===== src/rtl/rr_selector_if.sv =====
// rtl/rr_selector_if.sv - request/data/grant and output handshake bundle for rr_selector
`ifndef High
`define High 1'b1
`endif
`ifndef Low
`define Low 1'b0
`endif

interface rr_selector_if #(
  parameter int DATA = 8,
  parameter int IN   = 8
);
  localparam int LOG2_IN = $clog2(IN);

  logic [IN-1:0]            req;
  logic [IN-1:0][DATA-1:0]  in;
  logic [IN-1:0]            grant;
  logic                     out_valid;
  logic                     out_ready;
  logic [DATA-1:0]          out;
  logic [LOG2_IN-1:0]       out_idx;

  // Requesters and the downstream consumer sit on the master side.
  modport master (
    output req,
    output in,
    output out_ready,
    input  grant,
    input  out_valid,
    input  out,
    input  out_idx
  );

  // The selector itself.
  modport slave (
    input  req,
    input  in,
    input  out_ready,
    output grant,
    output out_valid,
    output out,
    output out_idx
  );
endinterface


===== src/rtl/rr_selector.sv =====
// rtl/rr_selector.sv - N-way request selector (fixed LSB/MSB or round-robin) with a one-deep registered output
`ifndef High
`define High 1'b1
`endif
`ifndef Low
`define Low 1'b0
`endif

module rr_selector #(
  parameter int   DATA = 8,
  parameter int   IN   = 8,
  parameter logic ACT  = `High,
  parameter int   MODE = 2
) (
  input  logic           clk,
  input  logic           reset_,
  rr_selector_if.slave   bus
);
  localparam int LOG2_IN = $clog2(IN);

  logic [IN-1:0]      active;
  logic               found;
  logic [LOG2_IN-1:0] sel;
  logic               accept;
  logic [IN-1:0]      grant_vec;
  logic [LOG2_IN-1:0] ptr;
  logic [LOG2_IN-1:0] ptr_nxt;
  logic               run;
  logic               out_valid_r;
  logic [DATA-1:0]    out_r;
  logic [LOG2_IN-1:0] out_idx_r;

  // Normalise request polarity so the search below only looks for ones.
  assign active = ACT ? bus.req : ~bus.req;

  // Winner search; the grant never looks at the data lanes.
  always_comb begin
    int idx;
    found = 1'b0;
    sel   = '0;
    idx   = 0;
    if (MODE == 0) begin
      for (int i = 0; i < IN; i++) begin
        if (!found && active[i]) begin
          found = 1'b1;
          sel   = LOG2_IN'(i);
        end
      end
    end else if (MODE == 1) begin
      for (int i = IN - 1; i >= 0; i--) begin
        if (!found && active[i]) begin
          found = 1'b1;
          sel   = LOG2_IN'(i);
        end
      end
    end else begin
      // Walk upward from ptr, folding back below IN so odd channel counts wrap correctly.
      for (int k = 0; k < IN; k++) begin
        idx = int'(ptr) + k;
        if (idx >= IN) begin
          idx = idx - IN;
        end
        if (!found && active[idx]) begin
          found = 1'b1;
          sel   = LOG2_IN'(idx);
        end
      end
    end
  end

  // Accept only when the output slot is free or draining this cycle, and never
  // before the first clock after reset release so the release edge cannot grant.
  always_comb begin
    accept    = run && found && (!out_valid_r || bus.out_ready);
    grant_vec = '0;
    if (accept) begin
      grant_vec[sel] = 1'b1;
    end
  end

  // Round-robin pointer advances just past the winner, wrapping at IN-1.
  always_comb begin
    ptr_nxt = ptr;
    if (accept && (MODE == 2)) begin
      if (sel == LOG2_IN'(IN - 1)) begin
        ptr_nxt = '0;
      end else begin
        ptr_nxt = sel + 1'b1;
      end
    end
  end

  // Output register, pointer and the post-reset run flag.
  always_ff @(posedge clk or negedge reset_) begin
    if (!reset_) begin
      run         <= 1'b0;
      ptr         <= '0;
      out_valid_r <= 1'b0;
      out_r       <= '0;
      out_idx_r   <= '0;
    end else begin
      run <= 1'b1;
      ptr <= ptr_nxt;
      if (accept) begin
        out_valid_r <= 1'b1;
        out_r       <= bus.in[sel];
        out_idx_r   <= sel;
      end else if (bus.out_ready) begin
        out_valid_r <= 1'b0;
      end
    end
  end

  assign bus.grant     = grant_vec;
  assign bus.out_valid = out_valid_r;
  assign bus.out       = out_r;
  assign bus.out_idx   = out_idx_r;
endmodule

===== src/flat_wrapper.sv =====
// flat-port wrapper written by rule: the top's interface ports become plain ports
module rr_selector_flat 
#(
  parameter int   DATA = 8,
  parameter int   IN   = 8,
  parameter logic ACT  = `High,
  parameter int   MODE = 2
)
  (clk, reset_, bus_req, bus_in, bus_out_ready, bus_grant, bus_out_valid, bus_out, bus_out_idx);
  rr_selector_if #(.DATA(DATA), .IN(IN)) bus_i ();
  input  logic clk;
  input  logic reset_;
  input wire logic [$bits(bus_i.req)-1:0] bus_req;
  input wire logic [$bits(bus_i.in)-1:0] bus_in;
  input wire logic [$bits(bus_i.out_ready)-1:0] bus_out_ready;
  output wire logic [$bits(bus_i.grant)-1:0] bus_grant;
  output wire logic [$bits(bus_i.out_valid)-1:0] bus_out_valid;
  output wire logic [$bits(bus_i.out)-1:0] bus_out;
  output wire logic [$bits(bus_i.out_idx)-1:0] bus_out_idx;
  assign bus_i.req = bus_req;
  assign bus_i.in = bus_in;
  assign bus_i.out_ready = bus_out_ready;
  assign bus_grant = bus_i.grant;
  assign bus_out_valid = bus_i.out_valid;
  assign bus_out = bus_i.out;
  assign bus_out_idx = bus_i.out_idx;
  rr_selector #(.DATA(DATA), .IN(IN), .ACT(ACT), .MODE(MODE)) u_core (.clk(clk), .reset_(reset_), .bus(bus_i));
endmodule

===== config.mk =====
export PLATFORM = sky130hd
export DESIGN_NAME = rr_selector_flat
export DESIGN_NICKNAME = d
export VERILOG_FILES = /design/src/rtl/rr_selector_if.sv /design/src/rtl/rr_selector.sv /design/src/flat_wrapper.sv
export SDC_FILE = /design/constraint.sdc
export NUM_CORES = 1
export LEC_CHECK = 0
export ABC_AREA = 1
export CAP_MARGIN = 20
export CORE_ASPECT_RATIO = 1.4
export CORE_MARGIN = 8
export CORE_UTILIZATION = 39
export DETAILED_ROUTE_END_ITERATION = 8
export PLACE_DENSITY = 0.82
export SLEW_MARGIN = 25
export SYNTH_ARGS = -nofsm -noshare
export SYNTH_HDL_FRONTEND = slang
export SYNTH_SLANG_ARGS = --single-unit

===== constraint.sdc =====
create_clock -name clk -period 2.94 [get_ports clk]
set_input_delay 0.588 -clock clk [delete_from_list [all_inputs] [get_ports clk]]
set_output_delay 0.588 -clock clk [all_outputs]
set_load 0.1 [all_outputs]

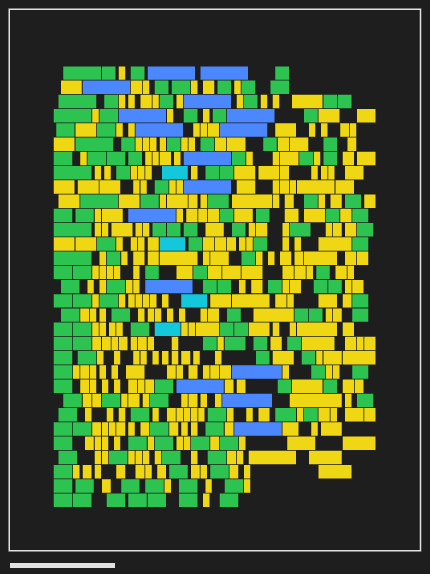
run_1/cell_classes.png
Scale bar: 20 um.
[cyan] clock drivers and dummy loads | cells: 4 | share of their area: 1.4%
[blue] flip-flops | cells: 16 | share of their area: 10%
[green] other buffers and delay cells | cells: 147 | share of their area: 36%
[yellow] all other logic | cells: 340 | share of their area: 52%

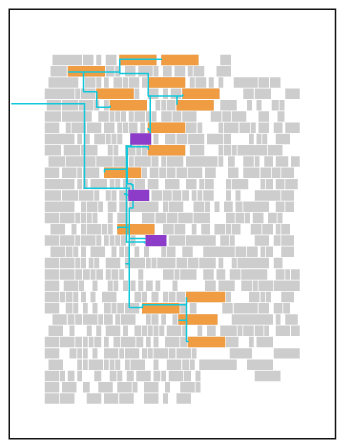
run_1/clock_map.png
[orange] flip-flops | count: 16
[purple] cells driving clock nets | count: 3
[cyan] clock wires | length: 256 um
routed clock nets: 4

==> run notes, run 1 <==
From the run reports.

- The register-to-register setup slack is 0.04 ns.
- The share of cells above drive strength 1 reads 35.9%.
- Across every metal layer, demand over resource in global routing totals 21.6%.
- The final number of setup-violating endpoints is 8.
- The number of cells traversed by the worst hold path reads 2.
- In this run the deepest clock path goes through 2 buffers.
- The initial antenna violation count came to 0.
- The floorplan row count is 31.
- Per the repair_timing log after CTS, setup buffers inserted total 9.
- Buffers inserted during clock tree synthesis total 3.
- The clock transition at the register clock pins on the worst setup and hold paths after CTS is 0.07 ns.
- The remaining max-slew budget at the tightest pin reads 49.0%.
- The worst register-to-register path has a depth of 20.
- The number of nets still failing antenna checks after routing is 0.
- Summing every instance area after synthesis gives 2120 um2.
- In the layout the commonest cells are 141 x sky130_fd_sc_hd__nand2_1, 66 x sky130_fd_sc_hd__clkdlybuf4s50_1, 61 x sky130_fd_sc_hd__buf_4, 42 x sky130_fd_sc_hd__nand3_1, 23 x sky130_fd_sc_hd__nor2_1.
- The met2 routed wirelength is about 4.7 mm.
- The number of top-level design ports is 95.
- The met2 track demand over resource in global routing is 41.2%.
- For hold timing, the worst endpoint is u_core.bus.out_idx[0]$_DFFE_PN0P_.
- Per the OpenROAD floorplan log, the width of the die is around 78 um.
- Checking hold timing, the worst path is listed with class register to register.
- In this run the layout overhead on the synthesized area is reported as 86.6%.
- The peak fanout along the critical path is 6.
- The startpoint of the most critical register-to-register path reads u_core.ptr[0]$_DFFE_PN0P_.
- The routed wire length reads slightly below 9 mm.
- The cell-mix breakdown from Yosys lists the simple-gate area share as 65.2%.
- Once placement completed, the tool counted placed cells totaling 558.
- The final reports fail on negative setup slack.
- The run finished, with violations left.
- The final setup slack of the worst path is -0.352 ns.
- The pin count of the biggest net entering global routing reads 33.
- The number of DRC violations after detailed-routing iteration 0 is 86.
- The post-DP HPWL is 6.97 mm.
- The number of distinct library cells after synthesis is 31.
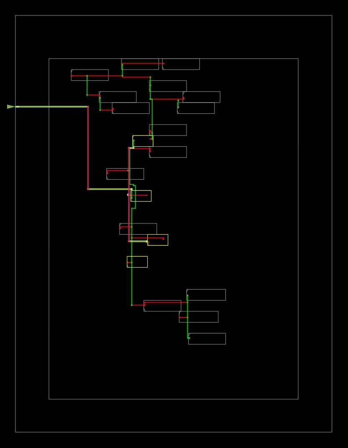
run_1/final_clocks.png
clock net sink count: 16
worst clock skew: 0.00626 ns

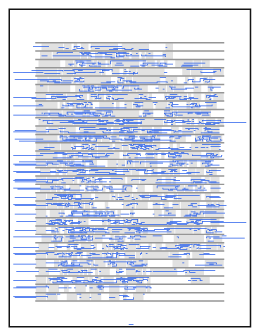
run_1/met1.png
Supply wires on this layer in grey.
longest straight run: 25.3 um
main direction: horizontal

==> run 1: synthesized netlist by cell type, types with 2 or more instances <==
| library cell | instances | area [um2] |
|---|---|---|
| sky130_fd_sc_hd__or2_2 | 8 | 50.1 |
| sky130_fd_sc_hd__buf_4 | 5 | 37.5 |
| sky130_fd_sc_hd__nor2_1 | 37 | 139 |
| sky130_fd_sc_hd__o21bai_1 | 2 | 15.0 |
| sky130_fd_sc_hd__nand4_1 | 5 | 31.3 |
| sky130_fd_sc_hd__nand3_2 | 8 | 80.1 |
| sky130_fd_sc_hd__inv_2 | 4 | 15.0 |
| sky130_fd_sc_hd__nand3_1 | 57 | 285 |
| sky130_fd_sc_hd__nor2_4 | 3 | 33.8 |
| sky130_fd_sc_hd__nor2_2 | 4 | 25.0 |
| sky130_fd_sc_hd__nand4_2 | 2 | 25.0 |
| sky130_fd_sc_hd__dfrtp_1 | 16 | 400 |
| sky130_fd_sc_hd__nand2_4 | 2 | 22.5 |
| sky130_fd_sc_hd__o21ai_0 | 4 | 20.0 |
| sky130_fd_sc_hd__ha_1 | 3 | 37.5 |
| sky130_fd_sc_hd__nand2_2 | 9 | 56.3 |
| sky130_fd_sc_hd__xnor2_1 | 3 | 26.3 |
| sky130_fd_sc_hd__buf_2 | 2 | 10.0 |
| sky130_fd_sc_hd__inv_1 | 24 | 90.1 |
| sky130_fd_sc_hd__buf_6 | 4 | 45.0 |
| sky130_fd_sc_hd__nand2_1 | 156 | 586 |
==> run 1: area by class of cell <==
cell class                      count  area [um2]
Multi-Input combinational cell    311        1890
Timing Repair Buffer              147        1390
Fill cell                         406        1250
Sequential cell                    16         403
Inverter                           29         126
Tap cell                           66        82.6
Clock buffer                        4        55.1
==> run 1: through the flow <==
step / area (um2) / hold slack, ns / util (%)
3_3_place_gp: 3580 / 0.470 / 68.8
4_1_cts: 3880 / 0.505 / 74.6
2_1_floorplan: 2290 / 0.292 / -
6_report: 3950 / 0.498 / 76.0
5_1_grt: 3950 / 0.541 / 76.0
3_5_place_dp: 3580 / 0.486 / 68.8
==> run 1: critical path: cells and delay by family (launching register included) <==
kind	cells	cell delay, ns
AND/OR/NAND/NOR	10	1.15
buffers and inverters	5	0.53
flip-flops	1	0.40
adder cells (fa/ha/maj)	1	0.37
==> run 1: registers in the layout, indices dropped and copies added (netlist names) <==
name and flops:
u_core.run 1, u_core.ptr 3, u_core.bus.out_idx 3, u_core.bus.out 8, u_core.bus.out_valid 1
==> run 1: how the worst max path moves through the flow <==
stage                                         start           end  slack (ns)  depth (start not counted)
after floorplan           u_core.ptr[0]$_DFFE_PN0P_  bus_grant[2]       -0.38                         17
after global placement                   bus_req[4]  bus_grant[0]       -0.48                         15
after detailed placement                 bus_req[3]  bus_grant[1]       -0.50                         15
after CTS                 u_core.ptr[0]$_DFFE_PN0P_  bus_grant[2]       -0.30                         17
after global routing      u_core.ptr[1]$_DFFE_PN0P_  bus_grant[4]       -0.47                         15
final                     u_core.ptr[1]$_DFFE_PN0P_  bus_grant[0]       -0.35                         16
run_1/drive_strength.png
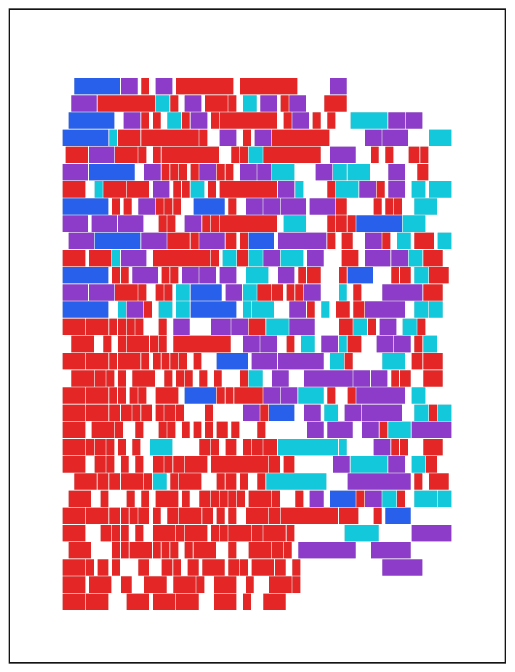

==> inputs of run 2 (changes only) <==
--- a/config.mk
+++ b/config.mk
@@ -9,8 +9,7 @@
 export CAP_MARGIN = 20
 export CORE_ASPECT_RATIO = 1.4
-export CORE_MARGIN = 8
-export CORE_UTILIZATION = 39
+export CORE_UTILIZATION = 43
 export DETAILED_ROUTE_END_ITERATION = 8
-export PLACE_DENSITY = 0.82
+export PLACE_DENSITY = 0.85
 export SLEW_MARGIN = 25
 export SYNTH_ARGS = -nofsm -noshare
==> constraint.sdc (replaced) <==
create_clock -name clk -period 3.3 [get_ports clk]
set_input_delay 0.66 -clock clk [delete_from_list [all_inputs] [get_ports clk]]
set_output_delay 0.66 -clock clk [all_outputs]
set_load 0.005 [all_outputs]
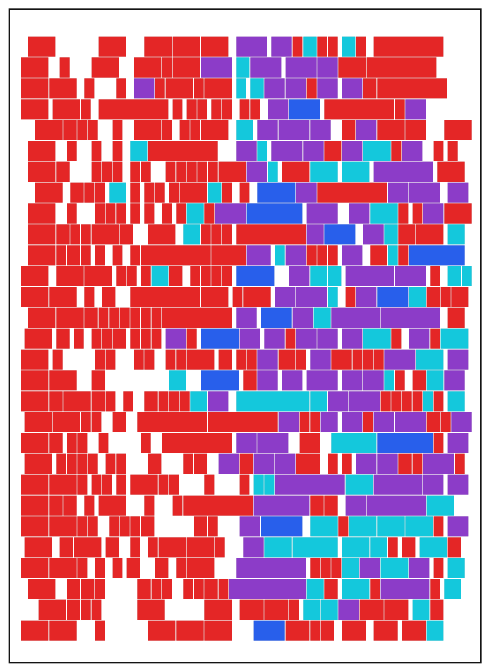
run_2/drive_strength.png
[purple] drive 3 to 4 | cells: 98 | share: 19% | most used: buf_4
[red] drive 1 or less | cells: 353 | share: 67% | most used: nand2_1
[cyan] drive 2 | cells: 64 | share: 12% | most used: nand3_2
[blue] drive 6 and up | cells: 13 | share: 2.5% | most used: buf_6

==> run notes, run 2 <==
From the run reports.

- The flow ran to the end, but the final reports show violations.
- The checks that failed: negative setup slack.
- The tightest min-delay check is of the register to register type.
- After synthesis, the cell types taking the most area are sky130_fd_sc_hd__nand2_1 28%, sky130_fd_sc_hd__dfrtp_1 19%, sky130_fd_sc_hd__nand3_1 13%.
- The met2 routed wirelength reads 4.71 mm.
- Per the cell usage report, the commonest logic cells after layout are 148 x sky130_fd_sc_hd__nand2_1, 78 x sky130_fd_sc_hd__clkdlybuf4s50_1, 67 x sky130_fd_sc_hd__buf_4, 43 x sky130_fd_sc_hd__nand3_1, 29 x sky130_fd_sc_hd__nor2_1.
- The share of cells above drive strength 1 reads 33.1%.
- The number of top-level design ports is roughly 95.
- The floorplan die width reads 61.3 um.
- The final setup slack of the worst path is -0.185 ns.
- According to the CTS report, the clock sink count is 16.
- The number of nets still failing antenna checks after routing is 0.
- The setup clock skew after layout is roughly 0.0071 ns.
- The met2 track demand over resource in global routing is 58.8%.
- The startpoint identified for the worst register-to-register timing path is u_core.ptr[1]$_DFFE_PN0P_.
- The area overhead of the layout relative to synthesis reads 86.8%.
- The number of hold buffers added after cts reads 0.
- The instance count after placement with tap cells included reads 549.
- The worst-case reg-to-reg setup slack stands at 0.19 ns.
- Logic depth along the worst register-to-register path is recorded as 18.
- Entering global routing, the biggest net connects 29 pins.
- The final hold slack reads 0.532 ns.
- At the worst endpoint, the arrival time is 2.83 ns.
- The count of buffer and inverter cells on the critical path reads 8.
- The floorplan has 29 rows.
- Across every metal layer, demand over resource in global routing totals 31.6%.
- The dominant cell by count in the synthesized netlist is sky130_fd_sc_hd__nand2_1.
- The count of TritonRoute iterations in the first routing pass reads 5.
- Sorting the synthesized cells by how often they occur yields 156 x sky130_fd_sc_hd__nand2_1, 57 x sky130_fd_sc_hd__nand3_1, 37 x sky130_fd_sc_hd__nor2_1, 24 x sky130_fd_sc_hd__inv_1, 16 x sky130_fd_sc_hd__dfrtp_1.
- The utilization after layout is 85.1%.
- The final number of setup-violating endpoints reads 8.
- The slew check shows that the tightest pin keeps a relative margin of roughly half.
- Per the log, the first TritonRoute iteration ended with a DRC count of 171.
- The initial antenna violation count came to 0.
- The biggest area contributor in the post-synthesis netlist is sky130_fd_sc_hd__nand2_1.
- The area of the mapped netlist reads 2120 um2.
- The deepest clock path buffer count reads 2.
- The peak fanout along the critical path is 5.
- The dominant delay contributor by cell family on the critical path is buffers and inverters.
- The fraction of synthesized cell area taken by the top area cell type is 27.7%.
- The post-DP HPWL is 5.85 mm.
- The flip-flop count of the largest register after layout reads 8.
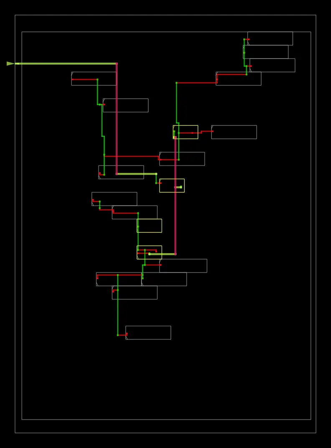
run_2/final_clocks.png
CTS buffer count: 3
insertion delay at the late pin of the worst-skew pair: 0.26 ns

run 2: cell counts after synthesis:
Identical to the previous run, type by type.
run 2: stage by stage:
stage | TNS, ns | instance area (um2) | setup WS (ns)
after CTS | -0.0813 | 3660 | -0.0288
final | -0.478 | 3950 | -0.185
after global routing | -1.57 | 3950 | -0.309
after floorplan | 0 | 2120 | 0.0880
after global placement | -3.41 | 3320 | -0.467
after detailed placement | -4.16 | 3320 | -0.559
run 2: what timing repair did:
action | 4_1_cts | 5_1_grt
setup endpoints to repair | 8 | 8
buffers inserted | 21 | 17
cloned | 0 | 0
gates resized | 80 | 38
pin swaps | 32 | 28
run 2: how the worst max path moves through the flow:
stage | end | start | slack, ns | depth (start not counted)
after floorplan | bus_grant[2] | u_core.ptr[0]$_DFFE_PN0P_ | 0.09 | 17
after detailed placement | bus_grant[1] | bus_req[5] | -0.56 | 14
after global placement | bus_grant[0] | bus_req[5] | -0.47 | 14
final | bus_grant[5] | u_core.ptr[1]$_DFFE_PN0P_ | -0.19 | 15
after global routing | bus_grant[5] | u_core.ptr[0]$_DFFE_PN0P_ | -0.31 | 18
after CTS | bus_grant[4] | u_core.ptr[0]$_DFFE_PN0P_ | -0.03 | 17
run 2: final cells by class:
class	instances	area, um2
multi-input cells	311	1820
repair buffers	168	1490
fillers	277	691
flip-flops and latches	16	402
inverters	29	119
well taps	62	77.6
clock buffers	4	55.1
run 2: kinds of logic after synthesis:
group	after synthesis	share of synthesized area, %
AND/OR/NAND/NOR	294	65.2
other	1	0.177
flip-flops	16	18.9
XOR/XNOR	4	1.66
adder cells (fa/ha/maj)	3	1.77
AND-OR/OR-AND	9	2.48
buffers and inverters	41	9.75
run 2: worst register-to-register path: stages, from the launching register on:
cell and delay (ns):
sky130_fd_sc_hd__dfrtp_1 0.39, sky130_fd_sc_hd__buf_4 0.15, sky130_fd_sc_hd__buf_4 0.17, sky130_fd_sc_hd__xnor2_2 0.22, sky130_fd_sc_hd__inv_1 0.12, sky130_fd_sc_hd__nor2_1 0.17
sky130_fd_sc_hd__o21bai_1 0.19, sky130_fd_sc_hd__inv_2 0.12, sky130_fd_sc_hd__nand4_1 0.17, sky130_fd_sc_hd__buf_4 0.14, sky130_fd_sc_hd__nand4_4 0.10, sky130_fd_sc_hd__buf_6 0.16
sky130_fd_sc_hd__buf_4 0.12, sky130_fd_sc_hd__buf_4 0.13, sky130_fd_sc_hd__buf_4 0.12, sky130_fd_sc_hd__ha_1 0.21, sky130_fd_sc_hd__nand2_1 0.13, sky130_fd_sc_hd__nand2_1 0.09
sky130_fd_sc_hd__o22ai_1 0.12
